[src/rtl/cntr_mod.sv]
// rtl/cntr_mod.sv - parametrised modulo up/down counter with load, wrap pulse and optional enable prescaler (CNTR_MOD_PRESCALE_EN)
module cntr_mod #(
    parameter int WIDTH    = 4,
    parameter int MODULUS  = 16,
    parameter int PRESCALE = 1
) (
    input  logic             clk,
    input  logic             rst,
    input  logic             en,
    input  logic             up,
    input  logic             load,
    input  logic [WIDTH-1:0] load_val,
    output logic [WIDTH-1:0] count,
    output logic             wrap
);

    // Reject illegal parameter combinations at elaboration time.
    generate
        if (WIDTH < 1 || WIDTH > 16) begin : g_bad_width
            $error("cntr_mod: WIDTH must be 1..16");
        end
        if (MODULUS < 2 || MODULUS > (1 << WIDTH)) begin : g_bad_modulus
            $error("cntr_mod: MODULUS must be 2..2**WIDTH");
        end
        if (PRESCALE < 1 || PRESCALE > 65536) begin : g_bad_prescale
            $error("cntr_mod: PRESCALE must be 1..65536");
        end
    endgenerate

    // Terminal count value, expressed in the counter's own width.
    localparam logic [WIDTH-1:0] MAX_CNT = WIDTH'(MODULUS - 1);

    logic [WIDTH-1:0] r_count;
    logic             r_wrap;
    logic             w_step;
    logic [WIDTH-1:0] w_load_clamped;

    assign count = r_count;
    assign wrap  = r_wrap;

    // Out-of-range load values saturate at the terminal count.
    assign w_load_clamped = (load_val > MAX_CNT) ? MAX_CNT : load_val;

`ifdef CNTR_MOD_PRESCALE_EN
    // The divider spans up to 65536 phases, so 16 bits always suffice.
    localparam logic [15:0] PRE_MAX = 16'(PRESCALE - 1);

    logic [15:0] r_pre;

    // A step fires only on the enabled cycle that completes a prescale period.
    assign w_step = en && (r_pre == PRE_MAX);

    // Prescale phase: cleared by reset and load, frozen while en is low.
    always_ff @(posedge clk) begin
        if (!rst) begin
            r_pre <= '0;
        end else if (load) begin
            r_pre <= '0;
        end else if (en) begin
            if (w_step) begin
                r_pre <= '0;
            end else begin
                r_pre <= r_pre + 16'd1;
            end
        end
    end
`else
    assign w_step = en;
`endif

    // Count and wrap registers: reset > load > step > hold.
    always_ff @(posedge clk) begin
        if (!rst) begin
            r_count <= '0;
            r_wrap  <= 1'b0;
        end else if (load) begin
            r_count <= w_load_clamped;
            r_wrap  <= 1'b0;
        end else if (w_step) begin
            if (up) begin
                if (r_count == MAX_CNT) begin
                    r_count <= '0;
                    r_wrap  <= 1'b1;
                end else begin
                    r_count <= r_count + 1'b1;
                    r_wrap  <= 1'b0;
                end
            end else begin
                if (r_count == '0) begin
                    r_count <= MAX_CNT;
                    r_wrap  <= 1'b1;
                end else begin
                    r_count <= r_count - 1'b1;
                    r_wrap  <= 1'b0;
                end
            end
        end else begin
            r_wrap <= 1'b0;
        end
    end

endmodule

[config.mk]
export PLATFORM = sky130hd
export DESIGN_NAME = cntr_mod
export DESIGN_NICKNAME = d
export VERILOG_FILES = /design/src/rtl/cntr_mod.sv
export SDC_FILE = /design/constraint.sdc
export NUM_CORES = 1
export LEC_CHECK = 0
export CORE_AREA = 2 2 39 41
export DETAILED_ROUTE_END_ITERATION = 16
export DIE_AREA = 0 0 41 43
export PLACE_DENSITY = 0.56
export SLEW_MARGIN = 10
export SYNTH_ARGS = -nofsm -noshare
export SYNTH_HDL_FRONTEND = slang
export SYNTH_SLANG_ARGS = --single-unit
[constraint.sdc]
create_clock -name clk -period 1.4 [get_ports clk]
set_input_delay 0.28 -clock clk [delete_from_list [all_inputs] [get_ports clk]]
set_output_delay 0.28 -clock clk [all_outputs]
set_load 0.05 [all_outputs]
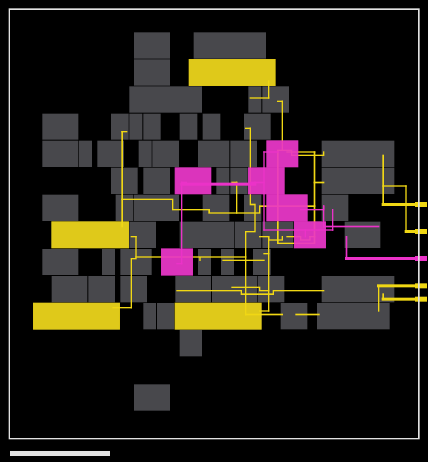
**Above:** run 1 (nets reached from selected ports).
The bar under the picture is 10 µm long.
Yellow stands for count, bits 4, direction output, end cells 4, buffers 7, wire 187 µm. Magenta stands for up, bits 1, direction input, end cells 6, buffers 2, wire 56.0 µm.

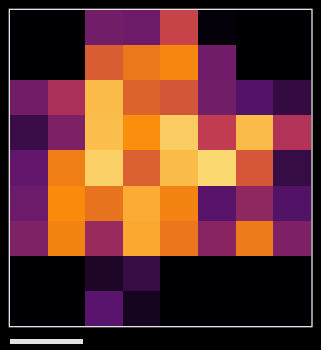
**Above:** run 1 (cell area per tile).
The bar under the picture is 10 µm long. The die is cut into 8 by 9 equal tiles; black is low, pale yellow is high, 0 to 100% covered.
The mean over all tiles is 36%. 14% of the tiles are over 75% full. The fullest tile reaches 91%. 29% of the tiles are nearly empty.

==> job_summary.md, run 1 <==
## Synthesis and layout report

| Metric | Value |
|---|---|
| Status | `finished with violations` |
| Failing checks | `negative setup slack` |
| Final setup TNS | `-0.01003 ns` |
| Vias in the first global route | `356` |
| Critical Path Fanout Max | `6` |
| Worst-margin pin slew | `0.3065 ns` |
| Placer Congestion | `0.7630` |
| Yosys reg bits | `5` |
| # DRC | `0` |
| Slowest cell on crit path | `or4_1` |
| Final setup fails | `1` |
| Average wire per standard cell | `10.50 µm` |
| Final std cell area, no fill | `654.4 µm²` |
| Ports | `14` |
| Vias/cell | `4.793` |
| M1 WL | `387 µm` |
| Inserted Diodes | `0` |
| Most used routing layer | `met2` |
| Top power group | `combinational logic` |
| Final worst slack | `-0.01003 ns` |
| Syn-to-layout area delta | `91.57%` |
| Detailed placer's ending HPWL | `651.9 µm` |
| CTS Buffer Depth | `2` |
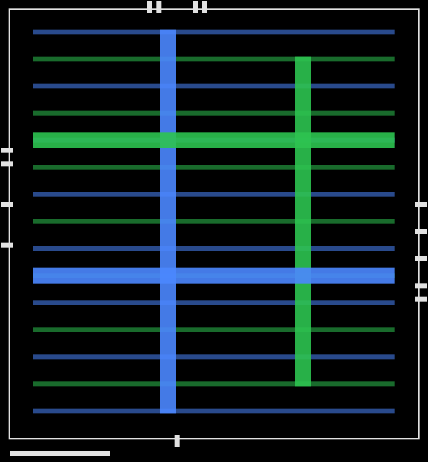
**Above:** run 1 (supply network).
The bar under the picture is 10 µm long. Pins as bars on the die edge.
Blue stands for VSS. Green stands for VDD.
14 signal pins sit on the boundary. 15 met1 rails follow the rows. 2 straps on met4. 2 straps on met5. The core has 14 rows.

run 1: logic make-up after synthesis:
group           share of synthesized area (%)
flops                                   29.31
buf+inv                                 5.492
simple gates                            16.49
fa+ha+maj                               7.325
xor+xnor                                7.694
compound gates                          27.47
mux                                     6.227
run 1: state kept, by name, indices dropped and copies added (netlist names):
name and flops:
count 4, wrap 1
run 1: what timing repair did:
item	CTS	global route
pin swaps	0	1
endpoints found under the setup margin	1	1
setup buffers	2	0
resized	1	0
run 1: area by class of cell:
| class | count | share of cell area [%] |
|---|---|---|
| Inverter | 4 | 2.294 |
| Multi-Input combinational cell | 30 | 34.42 |
| Sequential cell | 5 | 17.21 |
| Timing Repair Buffer | 23 | 39.01 |
| Clock buffer | 4 | 4.015 |
| Tap cell | 16 | 3.059 |
==> run 1 -> run 2 <==
--- a/config.mk
+++ b/config.mk
@@ -8,6 +8,7 @@
 export CORE_AREA = 2 2 39 41
 export DETAILED_ROUTE_END_ITERATION = 16
 export DIE_AREA = 0 0 41 43
+export GPL_TIMING_DRIVEN = 1
 export PLACE_DENSITY = 0.56
 export SLEW_MARGIN = 10
 export SYNTH_ARGS = -nofsm -noshare
==> job_summary.md, run 2 <==
## Synthesis and layout report

| Metric | Value |
|---|---|
| Status | `finished with violations (unchanged)` |
| Failing checks | `negative setup slack (unchanged)` |
| Top power group | `combinational logic (unchanged)` |
| Max reg flops | `4 (unchanged)` |
| Vias/cell | `4.793 (unchanged)` |
| Clock buffer count | `4 (unchanged)` |
| Adder share | `7.326% (unchanged)` |
| Simple-Gate Fraction of Synth Area | `16.48% (unchanged)` |
| Final setup TNS | `-0.01003 ns (unchanged)` |
| Clk tree area frac | `4.015% (unchanged)` |
| Setup bufs post-CTS | `2 (unchanged)` |
| Placer Congestion | `0.7630 (unchanged)` |
| Synth top area share | `29.30% (unchanged)` |
| Combinational share of cell area | `34.42% (unchanged)` |
| Buffering overhead | `39.01% (unchanged)` |
| Mi-comb count | `30 (unchanged)` |
| Syn-to-layout area delta | `91.57% (unchanged)` |
| Signal buffers | `23 (unchanged)` |
| CTS Buffer Depth | `2 (unchanged)` |
| Logic family by area | `AND-OR/OR-AND gates (unchanged)` |
| Compound Share, Synth | `27.47% (unchanged)` |
| FF+latch count | `5 (unchanged)` |
| Inverters | `4 (unchanged)` |
| Post-CTS resize count | `1 (unchanged)` |
| Area fraction in mux cells | `6.227% (unchanged)` |
| Final std cell area, no fill | `654.4 µm² (unchanged)` |
| # DRC | `0 (unchanged)` |
| Critical Path Fanout Max | `6 (unchanged)` |
| Final worst slack | `-0.01003 ns (unchanged)` |
| Final setup fails | `1 (unchanged)` |
| Flop share of the area | `17.21% (unchanged)` |
-- run 2: final timing paths --
check	startpoint	to	slack (ns)
min reg2reg	count[2]	count[2]	0.69
min	load_val[0]	count[0]	0.65
max	count[1]	count[3]	-0.01
max reg2reg	count[1]	count[3]	-0.01
-- run 2: per-layer routing --
| metal | routed length, µm | GRT usage, % |
|---|---|---|
| met1 | 387 | 15.11 |
| met2 | 427 | 17.81 |
| met3 | 45 | 3.141 |
| met4 | 0 | 8.000 |
| met5 | 0 | 0 |
-- run 2: stage by stage --
step / setup WS (ns) / power [mW] / util (%)
detailed placement: -0.1258 / 0.3826 / 44.12
CTS: 0.001916 / 0.5617 / 47.29
floorplan: -0.01128 / 0.2735 / -
finish: -0.01003 / 0.5526 / 47.29
global route: -0.05500 / 0.5908 / 47.29
global placement: -0.1111 / 0.3809 / 44.12
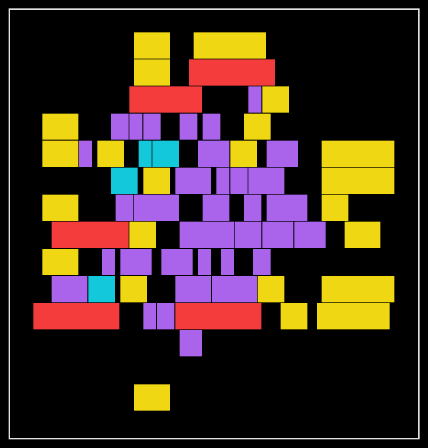
**Above:** run 2 (cell classes on the final placement).
Red stands for flops, cells 5, share of their area 18%. Cyan stands for clock drivers and dummy loads, cells 4, share of their area 4.1%. Purple stands for combinational and other logic, cells 34, share of their area 38%. Yellow stands for other buffers and delay cells, cells 23, share of their area 40%.

==> run 2 -> run 3 <==
--- a/config.mk
+++ b/config.mk
@@ -6,10 +6,11 @@
 export NUM_CORES = 1
 export LEC_CHECK = 0
 export CORE_AREA = 2 2 39 41
+export CTS_CLUSTER_SIZE = 25
 export DETAILED_ROUTE_END_ITERATION = 16
 export DIE_AREA = 0 0 41 43
 export GPL_TIMING_DRIVEN = 1
-export PLACE_DENSITY = 0.56
+export PLACE_DENSITY = 0.64
 export SLEW_MARGIN = 10
 export SYNTH_ARGS = -nofsm -noshare
 export SYNTH_HDL_FRONTEND = slang
==> job_summary.md, run 3 <==
## Synthesis and layout report

| Metric | Value |
|---|---|
| Status | `completed (was finished with violations)` |
| Critical Path Fanout Max | `2 (was 6)` |
| Fin crit share | `96.66% (was 100.7%)` |
| Logic family by area | `AND-OR/OR-AND gates (unchanged)` |
| CP Buf/Inv Count | `1 (unchanged)` |
| Final std cell area, no fill | `688.2 µm² (was 654.4 µm²)` |
| Highest Signal Layer | `met4 (was met3)` |
| Met2 wire length | `479 µm (was 427 µm)` |
| Top power group | `combinational logic (unchanged)` |
| Slowest cell on crit path | `or4_1 (unchanged)` |
| Placer Congestion | `0.7813 (was 0.7630)` |
| # DRC | `0 (unchanged)` |
| WL met3 | `51 µm (was 45 µm)` |
| Adder share | `7.326% (unchanged)` |
| CTS Buffer Depth | `2 (unchanged)` |
| Vias in the first global route | `404 (was 356)` |
| Power, Total | `0.5850 mW (was 0.5526 mW)` |
| Die width | `41 µm (unchanged)` |
| Inserted Diodes | `0 (unchanged)` |
| XOR Share, Synth | `7.692% (unchanged)` |
| Detailed placer's ending HPWL | `726.9 µm (was 651.9 µm)` |
| Vias/cell | `4.747 (was 4.793)` |
| Dpl ws | `-0.1795 ns (was -0.1258 ns)` |
| Compound Share, Synth | `27.47% (unchanged)` |
| Worst-margin pin slew | `0.2701 ns (was 0.3065 ns)` |
| M1 WL | `369 µm (was 387 µm)` |
| M3 GR Usage | `5.236% (was 3.141%)` |
| Final setup fails | `0 (was 1)` |
| Yosys reg bits | `5 (unchanged)` |
| Max reg flops | `4 (unchanged)` |
| Synth top area share | `29.30% (unchanged)` |
| Drt first pass iters | `4 (unchanged)` |
| Final hold violations | `0 (unchanged)` |
| Worst setup path category | `reg2reg (unchanged)` |
run 3: cell counts after synthesis:
No cell type changed its count.
run 3: repair_timing:
action,CTS,global route
pin swaps,3,3
setup buffers,2,1
endpoints found under the setup margin,1,3
hold buffers,0,0
gates resized,2,5
run 3: final cells by class:
class	instances	area (µm²)	share of cell area (%)
timing repair buffer	24	262.8	38.18
clock buffer	4	26.28	3.818
inverter	4	20.02	2.909
multi-input combinational	30	246.5	35.82
tap	16	20.02	2.909
sequential	5	112.6	16.36
run 3: worst paths after layout:
check / slack (ns) / startpoint / to / cells past startpoint
setup / recovery: 0.05 / count[2] / count[3] / 4
hold / removal: 0.64 / load_val[0] / count[0] / 2
hold reg to reg: 0.65 / count[3] / count[3] / 3
setup reg to reg: 0.05 / count[2] / count[3] / 4
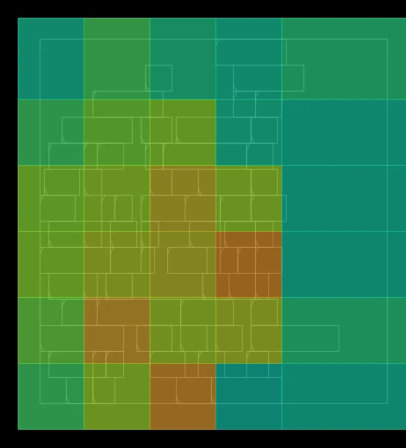
**Above:** run 3 (track usage over the die).
met1 usage: 14.47%
Post-Route Utilization: 49.73%
most used routing layer: met2
grt met2 use: 22.19%
Tot GR Track Use: 14.76%

Power is estimated from default activity; no workload was simulated.
